## config.mk

```make
export PLATFORM = sky130hd
export DESIGN_NAME = instr_data_mem_arbiter_flat
export DESIGN_NICKNAME = d
export VERILOG_FILES = /design/src/rtl/arb_pkg.sv /design/src/rtl/instr_data_mem_arbiter_if.sv /design/src/rtl/rr_arbiter2.sv /design/src/rtl/instr_data_mem_arbiter.sv /design/src/flat_wrapper.sv
export SDC_FILE = /design/constraint.sdc
export NUM_CORES = 1
export LEC_CHECK = 0
export CAP_MARGIN = 20
export CORE_AREA = 2 2 107 109
export DETAILED_ROUTE_END_ITERATION = 10
export DIE_AREA = 0 0 109 111
export PLACE_DENSITY = 0.66
export SKIP_LAST_GASP = 1
export SLEW_MARGIN = 20
export SYNTH_ARGS = -nofsm -noshare
export SYNTH_HDL_FRONTEND = slang
export SYNTH_SLANG_ARGS = --single-unit
```

## constraint.sdc

```tcl
create_clock -name clk -period 5.3 [get_ports clk]
set_clock_uncertainty 0.15 [all_clocks]
set_input_delay 1.59 -clock clk [delete_from_list [all_inputs] [get_ports clk]]
set_output_delay 1.59 -clock clk [all_outputs]
set_load 0.005 [all_outputs]
```

## src/rtl/arb_pkg.sv

```systemverilog
// Shared types and constants for the instruction/data memory arbiter.
package arb_pkg;

    typedef enum logic [1:0] {
        IDLE = 2'd0,
        ADDR = 2'd1,
        RESP = 2'd2
    } state_t;

    localparam logic M_INSTR = 1'b0;
    localparam logic M_DATA  = 1'b1;

    localparam logic [31:0] DEFAULT_ERR_DATA = 32'hDEAD_BEEF;

endpackage

```

## src/rtl/instr_data_mem_arbiter_if.sv

```systemverilog
// Bundles the two requester ports and the shared memory port.
// master: requesters plus memory side; slave: the arbiter itself.
interface instr_data_mem_arbiter_if #(
    parameter int ADDR_W = 32,
    parameter int DATA_W = 32
) ();

    logic              m0_req;
    logic [ADDR_W-1:0] m0_addr;
    logic              m0_gnt;
    logic              m0_rvalid;
    logic [DATA_W-1:0] m0_rdata;

    logic              m1_req;
    logic [ADDR_W-1:0] m1_addr;
    logic              m1_we;
    logic [3:0]        m1_be;
    logic [DATA_W-1:0] m1_wdata;
    logic              m1_gnt;
    logic              m1_rvalid;
    logic [DATA_W-1:0] m1_rdata;

    logic              mem_req;
    logic [ADDR_W-1:0] mem_addr;
    logic              mem_we;
    logic [3:0]        mem_be;
    logic [DATA_W-1:0] mem_wdata;
    logic              mem_gnt;
    logic              mem_rvalid;
    logic [DATA_W-1:0] mem_rdata;

    modport master (
        output m0_req, m0_addr,
        input  m0_gnt, m0_rvalid, m0_rdata,
        output m1_req, m1_addr, m1_we, m1_be, m1_wdata,
        input  m1_gnt, m1_rvalid, m1_rdata,
        input  mem_req, mem_addr, mem_we, mem_be, mem_wdata,
        output mem_gnt, mem_rvalid, mem_rdata
    );

    modport slave (
        input  m0_req, m0_addr,
        output m0_gnt, m0_rvalid, m0_rdata,
        input  m1_req, m1_addr, m1_we, m1_be, m1_wdata,
        output m1_gnt, m1_rvalid, m1_rdata,
        output mem_req, mem_addr, mem_we, mem_be, mem_wdata,
        input  mem_gnt, mem_rvalid, mem_rdata
    );

endinterface

```

## src/rtl/rr_arbiter2.sv

```systemverilog
// Two-input round-robin chooser: on a tie the master that was not served last wins.
module rr_arbiter2 (
    input  logic       clk,
    input  logic       res,
    input  logic [1:0] req,
    input  logic       upd,
    input  logic       win,
    output logic [1:0] sel
);

    logic rr_last_reg;

    // rr_last resets to 1 so master 0 takes the first tie.
    always_ff @(posedge clk) begin
        if (!res) begin
            rr_last_reg <= 1'b1;
        end else if (upd) begin
            rr_last_reg <= win;
        end
    end

    always_comb begin
        sel = 2'b00;
        case (req)
            2'b01:   sel = 2'b01;
            2'b10:   sel = 2'b10;
            2'b11:   sel = rr_last_reg ? 2'b01 : 2'b10;
            default: sel = 2'b00;
        endcase
    end

endmodule

```

## src/rtl/instr_data_mem_arbiter.sv

```systemverilog
// Shares one req/gnt/rvalid memory port between I-cache refill (m0) and CPU data (m1),
// one transaction in flight, with a response watchdog that answers ERR_DATA.
module instr_data_mem_arbiter
    import arb_pkg::*;
#(
    parameter int                ADDR_W         = 32,
    parameter int                DATA_W         = 32,
    parameter int                TIMEOUT_CYCLES = 256,
    parameter logic [DATA_W-1:0] ERR_DATA       = DATA_W'(DEFAULT_ERR_DATA)
) (
    input  logic                     clk,
    input  logic                     res,
    instr_data_mem_arbiter_if.slave  bus,
    output logic                     busy,
    output logic                     timeout_err
);

    localparam int               CNT_W    = $clog2(TIMEOUT_CYCLES);
    localparam logic [CNT_W-1:0] CNT_LAST = CNT_W'(TIMEOUT_CYCLES - 1);

    state_t            state_reg, state_next;
    logic              owner_reg, owner_next;
    logic [CNT_W-1:0]  cnt_reg, cnt_next;
    logic              timeout_err_reg;
    logic              err_set;
    logic [1:0]        req_vec;
    logic [1:0]        sel_onehot;
    logic              arb_upd;
    logic              cur_idx;
    logic              drive_en;
    logic              mem_req_c;
    logic              gnt_en;
    logic              rvalid_en;
    logic [DATA_W-1:0] rdata_mux;
    logic [ADDR_W-1:0] addr_mux;
    logic              we_mux;
    logic [3:0]        be_mux;
    logic [DATA_W-1:0] wdata_mux;
    logic              gnt_vec    [2];
    logic              rvalid_vec [2];
    logic [DATA_W-1:0] rdata_vec  [2];

    assign req_vec = {bus.m1_req, bus.m0_req};

    rr_arbiter2 u_rr (
        .clk (clk),
        .res (res),
        .req (req_vec),
        .upd (arb_upd),
        .win (cur_idx),
        .sel (sel_onehot)
    );

    always_ff @(posedge clk) begin
        if (!res) begin
            state_reg       <= IDLE;
            owner_reg       <= M_INSTR;
            cnt_reg         <= '0;
            timeout_err_reg <= 1'b0;
        end else begin
            state_reg <= state_next;
            owner_reg <= owner_next;
            cnt_reg   <= cnt_next;
            if (err_set) begin
                timeout_err_reg <= 1'b1;
            end
        end
    end

    always_comb begin
        state_next = state_reg;
        owner_next = owner_reg;
        cnt_next   = cnt_reg;
        err_set    = 1'b0;
        arb_upd    = 1'b0;
        cur_idx    = owner_reg;
        drive_en   = 1'b0;
        mem_req_c  = 1'b0;
        gnt_en     = 1'b0;
        rvalid_en  = 1'b0;
        rdata_mux  = '0;
        case (state_reg)
            IDLE: begin
                cnt_next = '0;
                cur_idx  = sel_onehot[1];
                if (|sel_onehot) begin
                    drive_en   = 1'b1;
                    mem_req_c  = 1'b1;
                    gnt_en     = bus.mem_gnt;
                    owner_next = cur_idx;
                    if (bus.mem_gnt) begin
                        state_next = RESP;
                        arb_upd    = 1'b1;
                    end else begin
                        state_next = ADDR;
                    end
                end
            end
            ADDR: begin
                // Locked to the owner; a dropped req abandons the attempt.
                drive_en  = 1'b1;
                mem_req_c = req_vec[owner_reg];
                if (!req_vec[owner_reg]) begin
                    state_next = IDLE;
                end else if (bus.mem_gnt) begin
                    gnt_en     = 1'b1;
                    arb_upd    = 1'b1;
                    state_next = RESP;
                end
            end
            RESP: begin
                if (bus.mem_rvalid) begin
                    rvalid_en  = 1'b1;
                    rdata_mux  = bus.mem_rdata;
                    cnt_next   = '0;
                    state_next = IDLE;
                end else if (cnt_reg == CNT_LAST) begin
                    rvalid_en  = 1'b1;
                    rdata_mux  = ERR_DATA;
                    err_set    = 1'b1;
                    cnt_next   = '0;
                    state_next = IDLE;
                end else begin
                    cnt_next = cnt_reg + 1'b1;
                end
            end
            default: state_next = IDLE;
        endcase
    end

    // Instruction side is read-only: fixed we/be/wdata.
    always_comb begin
        addr_mux  = '0;
        we_mux    = 1'b0;
        be_mux    = 4'b0000;
        wdata_mux = '0;
        if (drive_en) begin
            if (cur_idx == M_DATA) begin
                addr_mux  = bus.m1_addr;
                we_mux    = bus.m1_we;
                be_mux    = bus.m1_be;
                wdata_mux = bus.m1_wdata;
            end else begin
                addr_mux = bus.m0_addr;
                be_mux   = 4'b1111;
            end
        end
    end

    genvar gi;
    for (gi = 0; gi < 2; gi++) begin : g_port
        assign gnt_vec[gi]    = gnt_en && (cur_idx == 1'(gi));
        assign rvalid_vec[gi] = rvalid_en && (cur_idx == 1'(gi));
        assign rdata_vec[gi]  = rvalid_vec[gi] ? rdata_mux : '0;
    end

    assign bus.m0_gnt    = gnt_vec[0];
    assign bus.m0_rvalid = rvalid_vec[0];
    assign bus.m0_rdata  = rdata_vec[0];
    assign bus.m1_gnt    = gnt_vec[1];
    assign bus.m1_rvalid = rvalid_vec[1];
    assign bus.m1_rdata  = rdata_vec[1];

    assign bus.mem_req   = mem_req_c;
    assign bus.mem_addr  = addr_mux;
    assign bus.mem_we    = we_mux;
    assign bus.mem_be    = be_mux;
    assign bus.mem_wdata = wdata_mux;

    assign busy        = (state_reg != IDLE);
    assign timeout_err = timeout_err_reg;

endmodule

```

## src/flat_wrapper.sv

```systemverilog
// flat-port wrapper written by rule: the top's interface ports become plain ports
module instr_data_mem_arbiter_flat import arb_pkg::*;
#(
    parameter int                ADDR_W         = 32,
    parameter int                DATA_W         = 32,
    parameter int                TIMEOUT_CYCLES = 256,
    parameter logic [DATA_W-1:0] ERR_DATA       = DATA_W'(DEFAULT_ERR_DATA)
)
  (clk, res, busy, timeout_err, bus_m0_req, bus_m0_addr, bus_m0_gnt, bus_m0_rvalid, bus_m0_rdata, bus_m1_req, bus_m1_addr, bus_m1_we, bus_m1_be, bus_m1_wdata, bus_m1_gnt, bus_m1_rvalid, bus_m1_rdata, bus_mem_req, bus_mem_addr, bus_mem_we, bus_mem_be, bus_mem_wdata, bus_mem_gnt, bus_mem_rvalid, bus_mem_rdata);
  instr_data_mem_arbiter_if #(.ADDR_W(ADDR_W), .DATA_W(DATA_W)) bus_i ();
  input  logic clk;
  input  logic res;
  output logic busy;
  output logic timeout_err;
  input wire logic [$bits(bus_i.m0_req)-1:0] bus_m0_req;
  input wire logic [$bits(bus_i.m0_addr)-1:0] bus_m0_addr;
  output wire logic [$bits(bus_i.m0_gnt)-1:0] bus_m0_gnt;
  output wire logic [$bits(bus_i.m0_rvalid)-1:0] bus_m0_rvalid;
  output wire logic [$bits(bus_i.m0_rdata)-1:0] bus_m0_rdata;
  input wire logic [$bits(bus_i.m1_req)-1:0] bus_m1_req;
  input wire logic [$bits(bus_i.m1_addr)-1:0] bus_m1_addr;
  input wire logic [$bits(bus_i.m1_we)-1:0] bus_m1_we;
  input wire logic [$bits(bus_i.m1_be)-1:0] bus_m1_be;
  input wire logic [$bits(bus_i.m1_wdata)-1:0] bus_m1_wdata;
  output wire logic [$bits(bus_i.m1_gnt)-1:0] bus_m1_gnt;
  output wire logic [$bits(bus_i.m1_rvalid)-1:0] bus_m1_rvalid;
  output wire logic [$bits(bus_i.m1_rdata)-1:0] bus_m1_rdata;
  output wire logic [$bits(bus_i.mem_req)-1:0] bus_mem_req;
  output wire logic [$bits(bus_i.mem_addr)-1:0] bus_mem_addr;
  output wire logic [$bits(bus_i.mem_we)-1:0] bus_mem_we;
  output wire logic [$bits(bus_i.mem_be)-1:0] bus_mem_be;
  output wire logic [$bits(bus_i.mem_wdata)-1:0] bus_mem_wdata;
  input wire logic [$bits(bus_i.mem_gnt)-1:0] bus_mem_gnt;
  input wire logic [$bits(bus_i.mem_rvalid)-1:0] bus_mem_rvalid;
  input wire logic [$bits(bus_i.mem_rdata)-1:0] bus_mem_rdata;
  assign bus_i.m0_req = bus_m0_req;
  assign bus_i.m0_addr = bus_m0_addr;
  assign bus_m0_gnt = bus_i.m0_gnt;
  assign bus_m0_rvalid = bus_i.m0_rvalid;
  assign bus_m0_rdata = bus_i.m0_rdata;
  assign bus_i.m1_req = bus_m1_req;
  assign bus_i.m1_addr = bus_m1_addr;
  assign bus_i.m1_we = bus_m1_we;
  assign bus_i.m1_be = bus_m1_be;
  assign bus_i.m1_wdata = bus_m1_wdata;
  assign bus_m1_gnt = bus_i.m1_gnt;
  assign bus_m1_rvalid = bus_i.m1_rvalid;
  assign bus_m1_rdata = bus_i.m1_rdata;
  assign bus_mem_req = bus_i.mem_req;
  assign bus_mem_addr = bus_i.mem_addr;
  assign bus_mem_we = bus_i.mem_we;
  assign bus_mem_be = bus_i.mem_be;
  assign bus_mem_wdata = bus_i.mem_wdata;
  assign bus_i.mem_gnt = bus_mem_gnt;
  assign bus_i.mem_rvalid = bus_mem_rvalid;
  assign bus_i.mem_rdata = bus_mem_rdata;
  instr_data_mem_arbiter #(.ADDR_W(ADDR_W), .DATA_W(DATA_W), .TIMEOUT_CYCLES(TIMEOUT_CYCLES), .ERR_DATA(ERR_DATA)) u_core (.clk(clk), .res(res), .bus(bus_i), .busy(busy), .timeout_err(timeout_err));
endmodule
```

Fig. 1: run 1, signal wires by layer
Drawn at 4 px/um. Only two layers are drawn.
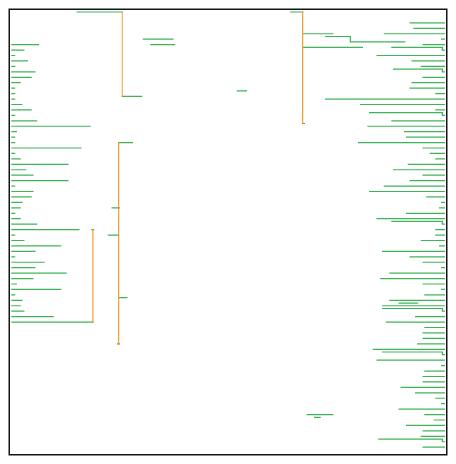
Key: M4 = orange [wire length 122 um]; M3 = green [wire length 1,080 um]
total number of vias: 3,441
DR WL/cell: 14.3 um
GRT Overall Usage: 15.8%
total wirelength of the detailed-routed design: 10.8 mm

Fig. 2: run 1, routing congestion map
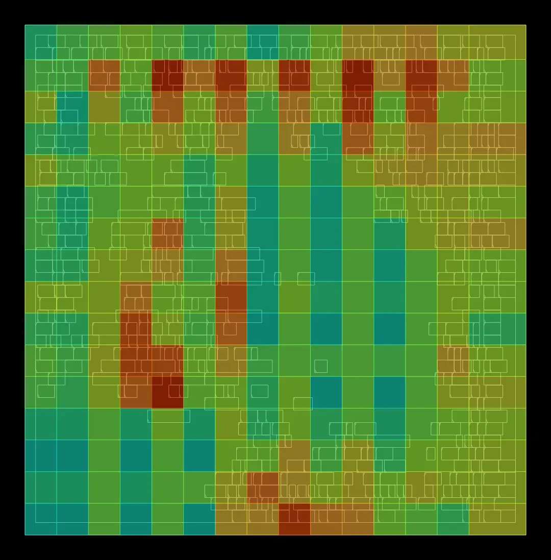
most congested layer reported by global routing: met2
GR Util met3: 3.70%
met1 Usage GRT: 18.4%
final cell utilization of the core: 46.8%

Fig. 3: run 1, signal wires on met3
Drawn at 3 px/um.
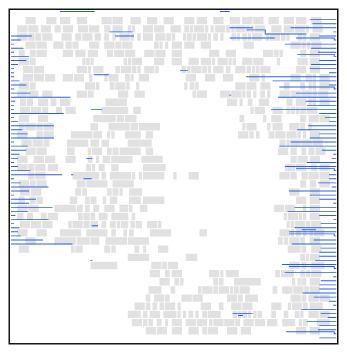
The longest straight run is 29.7 um. The layer carries 1,080 um of wire.

==> out/qor.csv, run 1 <==
stage,metric,value,unit
final_layout,share_of_post_route_cells_with_drive_strength_above_1,5.87,%
status,status,"complete, but fails checks",
power_and_ir_drop,fin_total_pwr,638,uW
logic_synthesis,top_cells_by_area,"sky130_fd_sc_hd__a21oi_1 22%, sky130_fd_sc_hd__nand2_1 17%, sky130_fd_sc_hd__dfxtp_1 13%",
logic_synthesis,edf_count,0,
final_timing,final-hold-violation-count,0,
logic_synthesis,synth.largest_area_cell,sky130_fd_sc_hd__a21oi_1,
clocking,clock_path_buffers,2,
die,design.core.area,11100,um2
final_layout,final-seq-area,260,um2
logic_synthesis,yosys_most_used_dff,sky130_fd_sc_hd__dfxtp_1,
critical_path,startpoint_type,input port,
logic_synthesis,netlist.top_cell.by_instances,sky130_fd_sc_hd__nand2_1,
grt,grt_overflow_total,0,
placement,detailed_place.area,5000,um2
critical_path,ff2ff_path_depth,5,
die,ios,279,
drt,first_pass_iters,5,
logic_synthesis,synth-compound-area-share,30.5,%
hold_path,whs_endpoint,u_core.timeout_err,
power_and_ir_drop,worst_ir_drop_vdd,113,uV
clocking,clk-insertion-delay-late,0.25,ns
final_timing,final.min_clock_period,5.32,ns
logic_synthesis,xor_area_share,0,%
clocking,cts_tree,yes,
job,log.warning_count,28,
logic_synthesis,async_flop_share,0,%
final_layout,largest_register_ff_count,8,
placement,port-buffer-count,278,
die,die-width,109,um
final_layout,syn2layout_area_growth,164,%
logic_synthesis,synth-cells-yosys,344,
final_timing,rsz0062_at_grt,yes,
drt,drc_errors,0,
logic_synthesis,top_cell_area_share,21.7,%
final_timing,worst_slew_margin_rel,59.7,%
final_timing,tns,-0.0946,ns
drt,drt-initial-drc-count,279,
critical_path,cp_max_stage_delay,0.52,ns
logic_synthesis,synth-simple-area-share,44.6,%
clocking,holdBufCountCts,0,
final_timing,worst_pin_slew,0.603,ns
placement,dp_hpwl,8.45,mm
critical_path,critical_path.reg2reg.startpoint,u_core.state_reg[0],
critical_path,cp_data_required_time,3.56,ns
final_timing,final_period_util,100,%
logic_synthesis,synth.area.mux_share,1.60,%
critical_path,chain_of_cells_forming_the_critical_path,clkdlybuf4s50_1 > a21boi_2 > buf_4 > mux2i_4 > buf_4 > o211ai_4 > buf_12 > nor2_1 > clkdlybuf4s50_1,
critical_path,critical-path-slowest-cell,sky130_fd_sc_hd__clkdlybuf4s50_1,
final_timing,maxSlewViolCount,0,
logic_synthesis,synthCells,344,
grt,grt_start_max_net_pins,48,
power_and_ir_drop,power-per-cell-area,123,nW/um2
critical_path,setup.reg_to_reg.worst_slack,3.31,ns
grt,grt_first_pass_wirelength,15.4,mm
clocking,numCtsBuffers,3,
hold_path,worst_hold_startpoint,u_core.timeout_err,
final_layout,instances_no_fill,756,
logic_synthesis,syn_avg_cell_area,5.70,um2
grt,grt_antenna_before_repair,0,
logic_synthesis,yosysSeqAreaShare,13.3,%
critical_path,crit_type,input port to output pin,
die,die_height,111,um
final_layout,fin_nets,754,
placement,place_worst_setup_slack,0.0103,ns
logic_synthesis,area_figure_in_the_yosys_stat_output,1960,um2
die,fp.dieArea,12100,um2
critical_path,worst-endpoint-arrival,3.58,ns
status,violations,setup timing,
critical_path,critical-path-top-delay-family,buffers and inverters,
final_layout,postLayoutCellArea,5180,um2
critical_path,worst-path-buf-inv,5,
logic_synthesis,synth.comb.largest_family,simple AND/OR/NAND/NOR gates,
placement,gp_congestion,0.943,
logic_synthesis,synth_cell_types,40,
critical_path,crit-reg2reg-capture,u_core.u_rr.rr_last_reg,
clocking,total_number_of_h_tree_levels,1,
job,max-cap-violations,0,
logic_synthesis,yosys_warnings,0,
grt,grt_pass1_vias,3066,
logic_synthesis,post_synth_fa_ha_maj_area_fraction,0.639,%
final_timing,finalSetupViolCount,9,
power_and_ir_drop,reported_leakage_power,2.16,nW
logic_synthesis,netlist_top_cells_count,"91 x sky130_fd_sc_hd__nand2_1, 85 x sky130_fd_sc_hd__a21oi_1, 34 x sky130_fd_sc_hd__and2_1",
die,initial_util,17.7,%
logic_synthesis,synthesis.nets,484,
drt,vias_per_cell,4.55,
final_timing,final.setup.worst_slack,-0.0197,ns
final_timing,max_freq,188,MHz
critical_path,setup.worst_path.end_class,output pin,
hold_path,hold-path-cell-count,2,
critical_path,critical_path_fanout_max,13,
clocking,cts.sink_count,13,
final_timing,holdWs,0.297,ns
drt,final_antenna_net_count,0,
hold_path,worst_hold_path_type,register to register,
die,num_rows,39,
final_layout,fillCellCount,1070,
logic_synthesis,netlist_area,1960,um2
placement,placed_cells_incl_taps,748,
clocking,post_cts_clock_slew_at_the_launch_and_capture_registers_of_the_worst_setup_and_hold_paths,0.04,ns
final_layout,diodes,0,
logic_synthesis,postSynthRegisterBits,13,
final_layout,layout.area.comb,1550,um2
clocking,root_buffer_cell,sky130_fd_sc_hd__clkbuf_16,
## run 1: repair_timing
item	CTS	global route
gates cloned	0	1
setup buffers	0	3
endpoints found under the setup margin	1	118
gates resized	0	18
pin swaps	0	0
## run 1: per-layer routing
layer	up-vias	part of all wire, %	wire [um]	global-route usage [%]
li1	1704	-	-	-
met1	1566	39	4240	18.4
met2	162	50	5360	28.5
met3	9	10	1080	3.70
met4	0	1.1	122	3.76
met5	-	0	0	0
## run 1: power breakdown
group	switching [mW]	internal, mW
sequential	0.00483	0.101
clock	0.0429	0.102
combinational	0.140	0.248
## run 1: final cells by class
type	instances	share of cell area [%]
clock buffer	4	1.52
inverter	7	0.507
multi-input combinational	291	30.0
sequential	13	5.02
tap	143	3.45
timing repair buffer	298	59.5
## run 1: placed cells by master (no fill, tap or decap), drive strengths merged, types with 3 or more instances in the layout
cell type / synthesis / routed
dfxtp: 13 / 13
dlymetal6s2s: 0 / 12
and3: 19 / 19
and2: 34 / 34
clkdlybuf4s50: 0 / 266
a21oi: 85 / 85
buf: 22 / 19
nor2: 21 / 21
o21ai: 4 / 4
clkbuf: 11 / 5
nand2: 91 / 91
nand3: 4 / 4
inv: 7 / 7
o211ai: 3 / 3
## run 1: how the worst max path moves through the flow
stage / end / start / slack, ns / depth (start not counted)
5_1_grt: bus_mem_addr[8] / bus_m0_req / -0.1 / 8
3_3_place_gp: bus_mem_addr[23] / bus_m1_req / -0.03 / 7
2_1_floorplan: bus_mem_addr[27] / bus_m1_req / 1.05 / 6
3_5_place_dp: bus_mem_wdata[15] / bus_m1_req / 0.01 / 8
4_1_cts: bus_mem_wdata[5] / bus_m1_req / -0.006 / 8
6_report: bus_m0_rdata[30] / bus_m1_req / -0.02 / 9
Fig. 4: run 1, metal 1
Drawn at 4 px/um. Supply wires on this layer in grey.
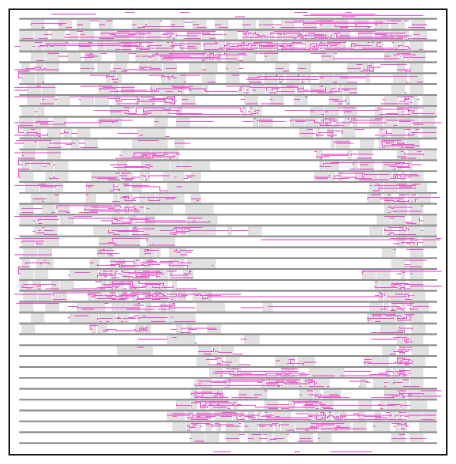

==> inputs of run 2 (changes only) <==
--- a/config.mk
+++ b/config.mk
@@ -10,5 +10,4 @@
 export DETAILED_ROUTE_END_ITERATION = 10
 export DIE_AREA = 0 0 109 111
-export PLACE_DENSITY = 0.66
 export SKIP_LAST_GASP = 1
 export SLEW_MARGIN = 20
==> constraint.sdc (replaced) <==
create_clock -name clk -period 5.3 [get_ports clk]
set_clock_uncertainty 0.15 [all_clocks]
set_input_delay 1.59 -clock clk [delete_from_list [all_inputs] [get_ports clk]]
set_output_delay 1.59 -clock clk [all_outputs]
set_load 0.1 [all_outputs]
Fig. 5: run 2, metal 1
Drawn at 4 px/um. Supply wires on this layer in grey.
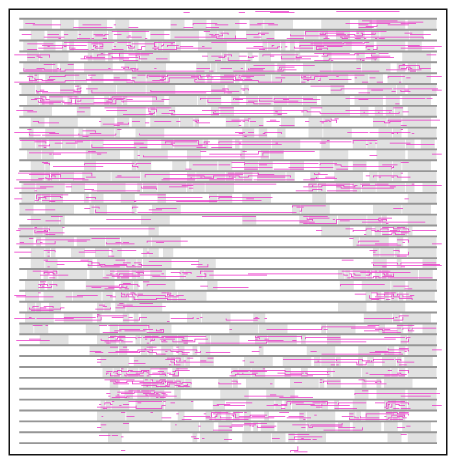
The layer holds 37% of the routed length. The longest straight run is 63.0 um. The wires run mostly horizontal. 610 nets have wire on it. The layer carries 4,990 um of wire.
met1 Usage GRT: 24.8%
total wirelength of the detailed-routed design: 13.5 mm

Fig. 6: run 2, routing congestion map
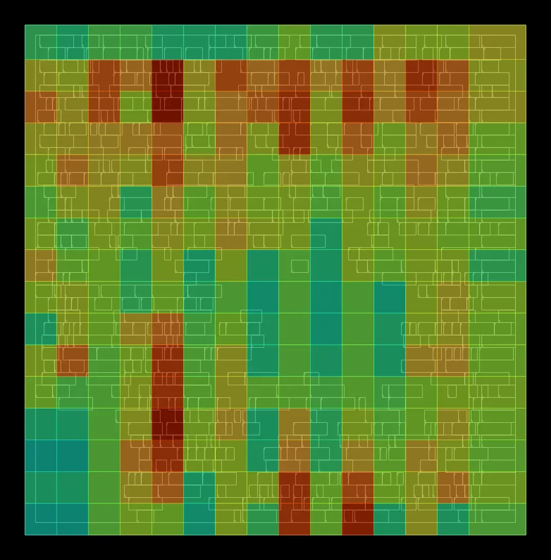
GRT Overall Usage: 21.8%
met2 Usage GRT: 39.2%
GR Util met3: 7.35%

==> out/qor.csv, run 2 <==
stage,metric,value,unit
final_timing,max_freq,192,MHz
placement,port-buffer-count,278,
hold_path,worst_hold_path_type,register to register,
drt,first_pass_iters,4,
clocking,post_cts_clock_slew_at_the_launch_and_capture_registers_of_the_worst_setup_and_hold_paths,0.04,ns
final_timing,maxSlewViolCount,0,
final_timing,final.min_clock_period,5.22,ns
final_layout,diodes,0,
logic_synthesis,yosys_most_used_dff,sky130_fd_sc_hd__dfxtp_1,
final_timing,holdWs,0.296,ns
logic_synthesis,synthCells,344,
logic_synthesis,synthesis.nets,484,
logic_synthesis,yosys_warnings,0,
grt,grt_pass1_vias,3530,
drt,drc_errors,0,
critical_path,startpoint_type,input port,
logic_synthesis,netlist_area,1960,um2
power_and_ir_drop,worst_ir_drop_vdd,150,uV
grt,grt_first_pass_wirelength,20.5,mm
clocking,total_number_of_h_tree_levels,1,
logic_synthesis,edf_count,0,
logic_synthesis,yosysSeqAreaShare,13.3,%
clocking,numCtsBuffers,3,
placement,detailed_place.area,6450,um2
placement,place_worst_setup_slack,0.0866,ns
die,initial_util,17.7,%
placement,gp_congestion,0.877,
critical_path,cp_data_required_time,3.56,ns
drt,avgRoutedWirePerCell,18.1,um
critical_path,critical-path-slowest-cell,sky130_fd_sc_hd__clkdlybuf4s50_1,
final_layout,largest_register_ff_count,8,
power_and_ir_drop,reported_leakage_power,2.54,nW
clocking,holdBufCountCts,0,
grt,grt_start_max_net_pins,48,
clocking,root_buffer_cell,sky130_fd_sc_hd__clkbuf_16,
final_timing,finalSetupViolCount,0,
placement,dp_hpwl,11.3,mm
drt,drt-initial-drc-count,238,
final_timing,final-hold-violation-count,0,
final_timing,worst_pin_slew,0.995,ns
final_timing,final_period_util,98.5,%
job,max-cap-violations,0,
die,num_rows,39,
final_layout,fin_nets,746,
clocking,cts.sink_count,13,
critical_path,critical_path_fanout_max,25,
final_layout,layout_top_cell_excl_fill_tap,sky130_fd_sc_hd__buf_12,
final_timing,tns,0,ns
clocking,post_cts_buffers,0,
logic_synthesis,synth_cell_types,40,
final_layout,finalCoreUtilization,59.0,%
logic_synthesis,synth.largest_area_cell,sky130_fd_sc_hd__a21oi_1,
clocking,cts_tree,yes,
drt,final_antenna_net_count,0,
critical_path,cp_max_stage_delay,0.48,ns
logic_synthesis,area_figure_in_the_yosys_stat_output,1960,um2
final_layout,share_of_post_route_cells_with_drive_strength_above_1,33.7,%
job,log.warning_count,28,
grt,grt_overflow_total,0,
logic_synthesis,top_cell_area_share,21.7,%
logic_synthesis,postSynthRegisterBits,13,
clocking,clk-insertion-delay-late,0.24,ns
logic_synthesis,synth-cells-yosys,344,
drt,vias_per_cell,4.64,
grt,grt_antenna_before_repair,0,
critical_path,setup.worst_path.end_class,output pin,
die,design.core.area,11100,um2
critical_path,crit_type,input port to output pin,
logic_synthesis,netlist.top_cell.by_instances,sky130_fd_sc_hd__nand2_1,
final_timing,rsz0062_at_grt,yes,
logic_synthesis,netlist_top_cells_count,"91 x sky130_fd_sc_hd__nand2_1, 85 x sky130_fd_sc_hd__a21oi_1, 34 x sky130_fd_sc_hd__and2_1",
final_layout,fillCellCount,922,
critical_path,chain_of_cells_forming_the_critical_path,clkdlybuf4s50_1 > a21boi_1 > mux2_2 > o211ai_2 > buf_4 > a21oi_1 > buf_12,
final_timing,worst_slew_margin_rel,33.5,%
die,die_height,111,um
logic_synthesis,async_flop_share,0,%
critical_path,worst-endpoint-arrival,3.48,ns
power_and_ir_drop,power-per-cell-area,188,nW/um2
logic_synthesis,syn_avg_cell_area,5.70,um2
die,die-width,109,um
power_and_ir_drop,fin_total_pwr,1.23,mW
clocking,cts_resized,0,
die,ios,279,
status,status,completed,
clocking,clock_path_buffers,2,
final_timing,final.setup.worst_slack,0.0806,ns
final_layout,postLayoutCellArea,6530,um2
final_layout,syn2layout_area_growth,233,%
die,fp.dieArea,12100,um2
final_layout,instances_no_fill,748,
drt,total_number_of_vias,3471,
final_layout,mostFrequentLayoutCells,"142 x sky130_fd_sc_hd__buf_12, 140 x sky130_fd_sc_hd__clkdlybuf4s50_1, 91 x sky130_fd_sc_hd__nand2_1",
placement,placed_cells_incl_taps,744,
logic_synthesis,top_cells_by_area,"sky130_fd_sc_hd__a21oi_1 22%, sky130_fd_sc_hd__nand2_1 17%, sky130_fd_sc_hd__dfxtp_1 13%",
==> run 2: cell counts after synthesis <==
No cell type changed its count.
==> run 2: report_power, final <==
group / internal, mW / switching [mW] / total, mW / leakage, nW
Sequential: 0.101 / 0.00443 / 0.105 / 0.106
Clock: 0.101 / 0.0384 / 0.139 / 0.0382
Combinational: 0.367 / 0.616 / 0.983 / 2.40
==> run 2: cell families after synthesis <==
logic type	after synthesis	share of synthesized area, %
AOI/OAI and AO/OA	104	30.5
adders and majority gates	1	0.638
buffers and inverters	40	9.39
DFF	13	13.3
muxes	3	1.60
and+or+nand+nor	183	44.6
==> run 2: cell type report <==
class | instances | area [um2] | share of cell area [%]
clock buffer | 4 | 78.8 | 1.21
inverter | 7 | 26.3 | 0.402
tap | 143 | 179 | 2.74
multi-input combinational | 291 | 1680 | 25.8
sequential | 13 | 260 | 3.99
timing repair buffer | 290 | 4300 | 65.9
==> run 2: path summary, 6_finish.rpt <==
kind                                                end           startpoint  cells past startpoint  slack (ns)
worst min-delay path                 u_core.timeout_err   u_core.timeout_err                      2        0.30
worst min register to register       u_core.timeout_err   u_core.timeout_err                      2        0.30
worst max register to register  u_core.u_rr.rr_last_reg  u_core.state_reg[0]                      5        3.18
worst max-delay path                    bus_m1_rdata[6]           bus_m1_req                      7        0.08
==> run 2: per-layer routing <==
layer  track usage (%)  part of all wire [%]  wire (um)  vias to the layer above
li1                  -                     -          -                     1686
met2              39.2                    51       6870                      177
met4              3.85                   1.5        197                        0
met1              24.8                    37       4990                     1593
met5                 0                     0          0                        -
met3              7.35                    11       1490                       15
==> run 2: worst max-delay path: cells and delay by family <==
| family | cells | cell delay, ns |
|---|---|---|
| buf+inv | 3 | 0.94 |
| compound gates | 3 | 0.66 |
| mux | 1 | 0.28 |
Fig. 7: run 2, sequential cells grouped by signal name
Drawn at 4 px/um. Other sequential cells in the stronger grey, the rest of the logic in the fainter grey.
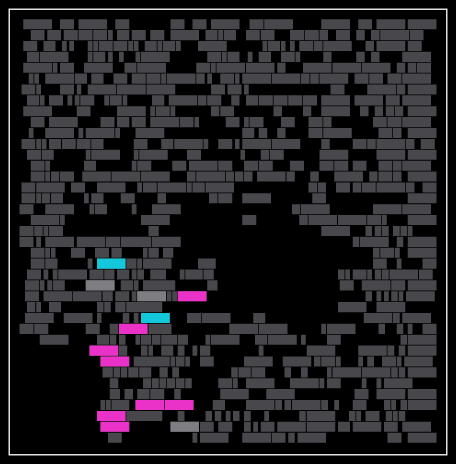

==> inputs of run 3 (changes only) <==
--- a/config.mk
+++ b/config.mk
@@ -7,7 +7,7 @@
 export LEC_CHECK = 0
 export CAP_MARGIN = 20
-export CORE_AREA = 2 2 107 109
+export CORE_AREA = 2 2 110 112
 export DETAILED_ROUTE_END_ITERATION = 10
-export DIE_AREA = 0 0 109 111
+export DIE_AREA = 0 0 112 114
 export SKIP_LAST_GASP = 1
 export SLEW_MARGIN = 20
@@ -15,2 +15,3 @@
 export SYNTH_HDL_FRONTEND = slang
 export SYNTH_SLANG_ARGS = --single-unit
+export TNS_END_PERCENT = 1
==> constraint.sdc (replaced) <==
create_clock -name clk -period 4.7 [get_ports clk]
set_clock_uncertainty 0.15 [all_clocks]
set_input_delay 1.41 -clock clk [delete_from_list [all_inputs] [get_ports clk]]
set_output_delay 1.41 -clock clk [all_outputs]
set_load 0.02 [all_outputs]
Fig. 8: run 3, sequential cells grouped by signal name
Drawn at 4 px/um. Other sequential cells in the stronger grey, the rest of the logic in the fainter grey.
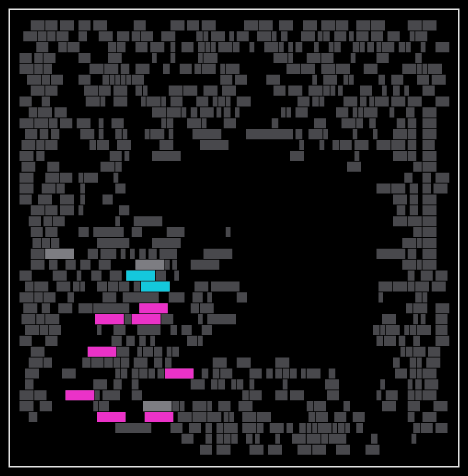
Key: u_core.cnt_reg = magenta [placed flops 8, where south-west]; u_core.state_reg = cyan [placed flops 2]
FF/Latch Area: 260 um2
sequential share of cell area: 5.12%
Seq. pwr: 116 uW
final cell utilization of the core: 43.4%

==> out/qor.csv, run 3 <==
stage,metric,value,unit
grt,grt_start_max_net_pins,48,
clocking,numCtsBuffers,3,
critical_path,cp_max_stage_delay,0.62,ns
final_timing,final_period_util,105,%
die,die_height,114,um
critical_path,worst-endpoint-arrival,3.40,ns
logic_synthesis,syn_avg_cell_area,5.70,um2
critical_path,critical-path-top-delay-family,buffers and inverters,
power_and_ir_drop,switching_power,282,uW
drt,m1WireLength,4.33,mm
drt,topRoutingLayerUsed,met4,
logic_synthesis,synthesis.nets,484,
final_layout,postLayoutCellArea,5090,um2
grt,grt_overflow_total,0,
drt,met2_wirelength,5.58,mm
critical_path,worst_setup_path_startpoint,bus_m1_req,
final_timing,worst_pin_slew,0.416,ns
final_timing,final.min_clock_period,4.96,ns
power_and_ir_drop,p_sw_share,37.2,%
drt,detailroute.wirelength.met3,798,um
critical_path,crit-reg2reg-capture,u_core.cnt_reg[7],
power_and_ir_drop,worst_ir_drop_vdd,137,uV
logic_synthesis,netlist.top_cell.by_instances,sky130_fd_sc_hd__nand2_1,
drt,total_number_of_vias,3421,
die,ios,279,
final_timing,final.setup.worst_slack,-0.258,ns
status,violations,setup timing,
critical_path,crit_top_cell,sky130_fd_sc_hd__clkdlybuf4s50_1,
clocking,cts_tree,yes,
final_timing,tns,-18.41,ns
logic_synthesis,yosysSeqAreaShare,13.3,%
final_timing,max_freq,202,MHz
clocking,root_buffer_cell,sky130_fd_sc_hd__clkbuf_16,
drt,first_pass_iters,5,
final_layout,share_of_post_route_cells_with_drive_strength_above_1,6.15,%
final_layout,syn2layout_area_growth,160,%
logic_synthesis,async_flop_share,0,%
power_and_ir_drop,share_seq_of_total_power,15.3,%
final_layout,fillCellCount,1274,
final_layout,fin_nets,759,
drt,drt-total-wl,10.9,mm
critical_path,crit_type,input port to output pin,
final_timing,final-hold-violation-count,0,
final_timing,maxSlewViolCount,0,
hold_path,worst_hold_path_type,register to register,
critical_path,critical-path-slowest-cell,sky130_fd_sc_hd__clkdlybuf4s50_1,
critical_path,ff2ff_path_depth,4,
power_and_ir_drop,power.clock.total,159,uW
logic_synthesis,area_figure_in_the_yosys_stat_output,1960,um2
critical_path,worst_setup_path_endpoint,bus_m1_rdata[28],
power_and_ir_drop,power-per-cell-area,149,nW/um2
status,status,"complete, but fails checks",
critical_path,critical_path_fanout_max,25,
power_and_ir_drop,reported_leakage_power,2.36,nW
placement,placed_cells_incl_taps,760,
die,die-width,112,um
grt,grt_pass1_vias,3079,
die,fp.dieArea,12800,um2
logic_synthesis,top_cell_area_share,21.7,%
logic_synthesis,yosys_most_used_dff,sky130_fd_sc_hd__dfxtp_1,
critical_path,critical_path_cell_count,7,
final_layout,layout_top_cell_excl_fill_tap,sky130_fd_sc_hd__clkdlybuf4s50_1,
final_layout,instances_no_fill,765,
critical_path,worst-path-buf-inv,3,
critical_path,chain_of_cells_forming_the_critical_path,clkdlybuf4s50_1 > a21boi_1 > mux2_2 > o211ai_2 > buf_12 > a21oi_1 > clkdlybuf4s50_1,
clocking,holdBufCountCts,0,
placement,gp_congestion,0.814,
critical_path,critical_path.reg2reg.startpoint,u_core.state_reg[0],
critical_path,cp_data_required_time,3.14,ns
clocking,clock_path_buffers,2,
drt,drt-initial-drc-count,178,
placement,place_worst_setup_slack,-0.440,ns
clocking,cts.sink_count,13,
final_layout,diodes,0,
die,num_rows,40,
drt,vias_per_cell,4.47,
job,max-cap-violations,0,
grt,busiest_layer,met2,
logic_synthesis,synthCells,344,
power_and_ir_drop,power_frac_comb,63.8,%
final_layout,largest_register_ff_count,8,
power_and_ir_drop,internal_power,477,uW
die,design.core.area,11700,um2
logic_synthesis,edf_count,0,
power_and_ir_drop,p_comb,484,uW
clocking,post_cts_buffers,0,
logic_synthesis,synth.largest_area_cell,sky130_fd_sc_hd__a21oi_1,
placement,dp_hpwl,8.82,mm
critical_path,setup.reg_to_reg.worst_slack,2.80,ns
logic_synthesis,yosys_warnings,0,
logic_synthesis,synth_cell_types,40,
die,initial_util,16.7,%
logic_synthesis,postSynthRegisterBits,13,
grt,grt_antenna_before_repair,0,
critical_path,startpoint_type,input port,
clocking,total_number_of_h_tree_levels,1,
final_timing,rsz0062_at_grt,yes,
final_timing,worst_slew_margin_rel,72.2,%
placement,port-buffer-count,278,
clocking,cts_resized,95,
power_and_ir_drop,p_clk_share,20.9,%
job,log.warning_count,28,
logic_synthesis,synth-cells-yosys,344,
clocking,post_cts_clock_slew_at_the_launch_and_capture_registers_of_the_worst_setup_and_hold_paths,0.04,ns
hold_path,worst_hold_startpoint,u_core.timeout_err,
grt,grt_first_pass_wirelength,15.7,mm
logic_synthesis,netlist_top_cells_count,"91 x sky130_fd_sc_hd__nand2_1, 85 x sky130_fd_sc_hd__a21oi_1, 34 x sky130_fd_sc_hd__and2_1",
drt,final_antenna_net_count,0,
logic_synthesis,netlist_area,1960,um2
power_and_ir_drop,power.group.top,combinational logic,
placement,detailed_place.area,5090,um2
final_timing,finalSetupViolCount,132,
final_layout,mostFrequentLayoutCells,"182 x sky130_fd_sc_hd__clkdlybuf4s50_1, 95 x sky130_fd_sc_hd__dlygate4sd2_1, 91 x sky130_fd_sc_hd__nand2_1",
drt,drc_errors,0,
logic_synthesis,top_cells_by_area,"sky130_fd_sc_hd__a21oi_1 22%, sky130_fd_sc_hd__nand2_1 17%, sky130_fd_sc_hd__dfxtp_1 13%",
critical_path,setup.worst_path.end_class,output pin,
clocking,clk-insertion-delay-late,0.24,ns
Fig. 9: run 3, routing congestion map
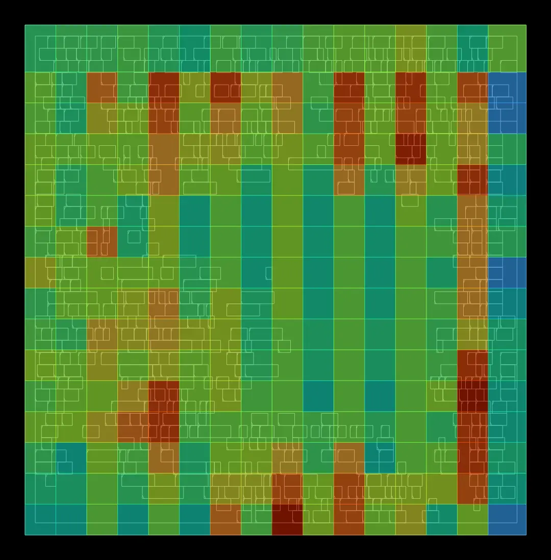
met2 Usage GRT: 27.7%
GR Util met3: 2.55%
DR WL/cell: 14.2 um
GRT Overall Usage: 14.9%
met1 Usage GRT: 17.7%

run 3: cell counts after synthesis:
No cell type changed its count.
run 3: worst reg2reg max path, stage by stage, from the launching register on:
cell                      delay [ns]
sky130_fd_sc_hd__dfxtp_1        0.30
sky130_fd_sc_hd__buf_4          0.19
sky130_fd_sc_hd__or3b_4         0.44
sky130_fd_sc_hd__or4_1          0.51
sky130_fd_sc_hd__a31oi_1        0.21
run 3: worst min path at each step:
stage | endpoint | slack, ns | cells past startpoint
finish | u_core.timeout_err | 0.30 | 2
global route | u_core.timeout_err | 0.34 | 2
CTS | u_core.timeout_err | 0.30 | 2
detailed placement | u_core.timeout_err | 0.29 | 2
global placement | u_core.timeout_err | 0.28 | 2
floorplan | u_core.cnt_reg[6] | 0.28 | 1
run 3: metrics by stage:
step / hold WS [ns] / total power, mW
5_1_grt: 0.341 / 0.801
4_1_cts: 0.297 / 0.769
6_report: 0.299 / 0.760
3_5_place_dp: 0.290 / 0.638
3_3_place_gp: 0.283 / 0.634
2_1_floorplan: 0.285 / 0.326
run 3: layout make-up:
| class | instances | area, um2 | share of cell area, % |
|---|---|---|---|
| Timing Repair Buffer | 303 | 3000 | 59.1 |
| Multi-Input combinational cell | 291 | 1530 | 30.1 |
| Sequential cell | 13 | 260 | 5.12 |
| Tap cell | 147 | 184 | 3.62 |
| Clock buffer | 4 | 78.8 | 1.55 |
| Inverter | 7 | 26.3 | 0.517 |
run 3: kinds of logic after synthesis:
| logic type | after synthesis | share of synthesized area, % |
|---|---|---|
| fa+ha+maj | 1 | 0.638 |
| compound gates | 104 | 30.5 |
| simple gates | 183 | 44.6 |
| flops | 13 | 13.3 |
| mux | 3 | 1.60 |
| buf+inv | 40 | 9.39 |
No activity file was given, so power comes from the tool's default toggle rates.
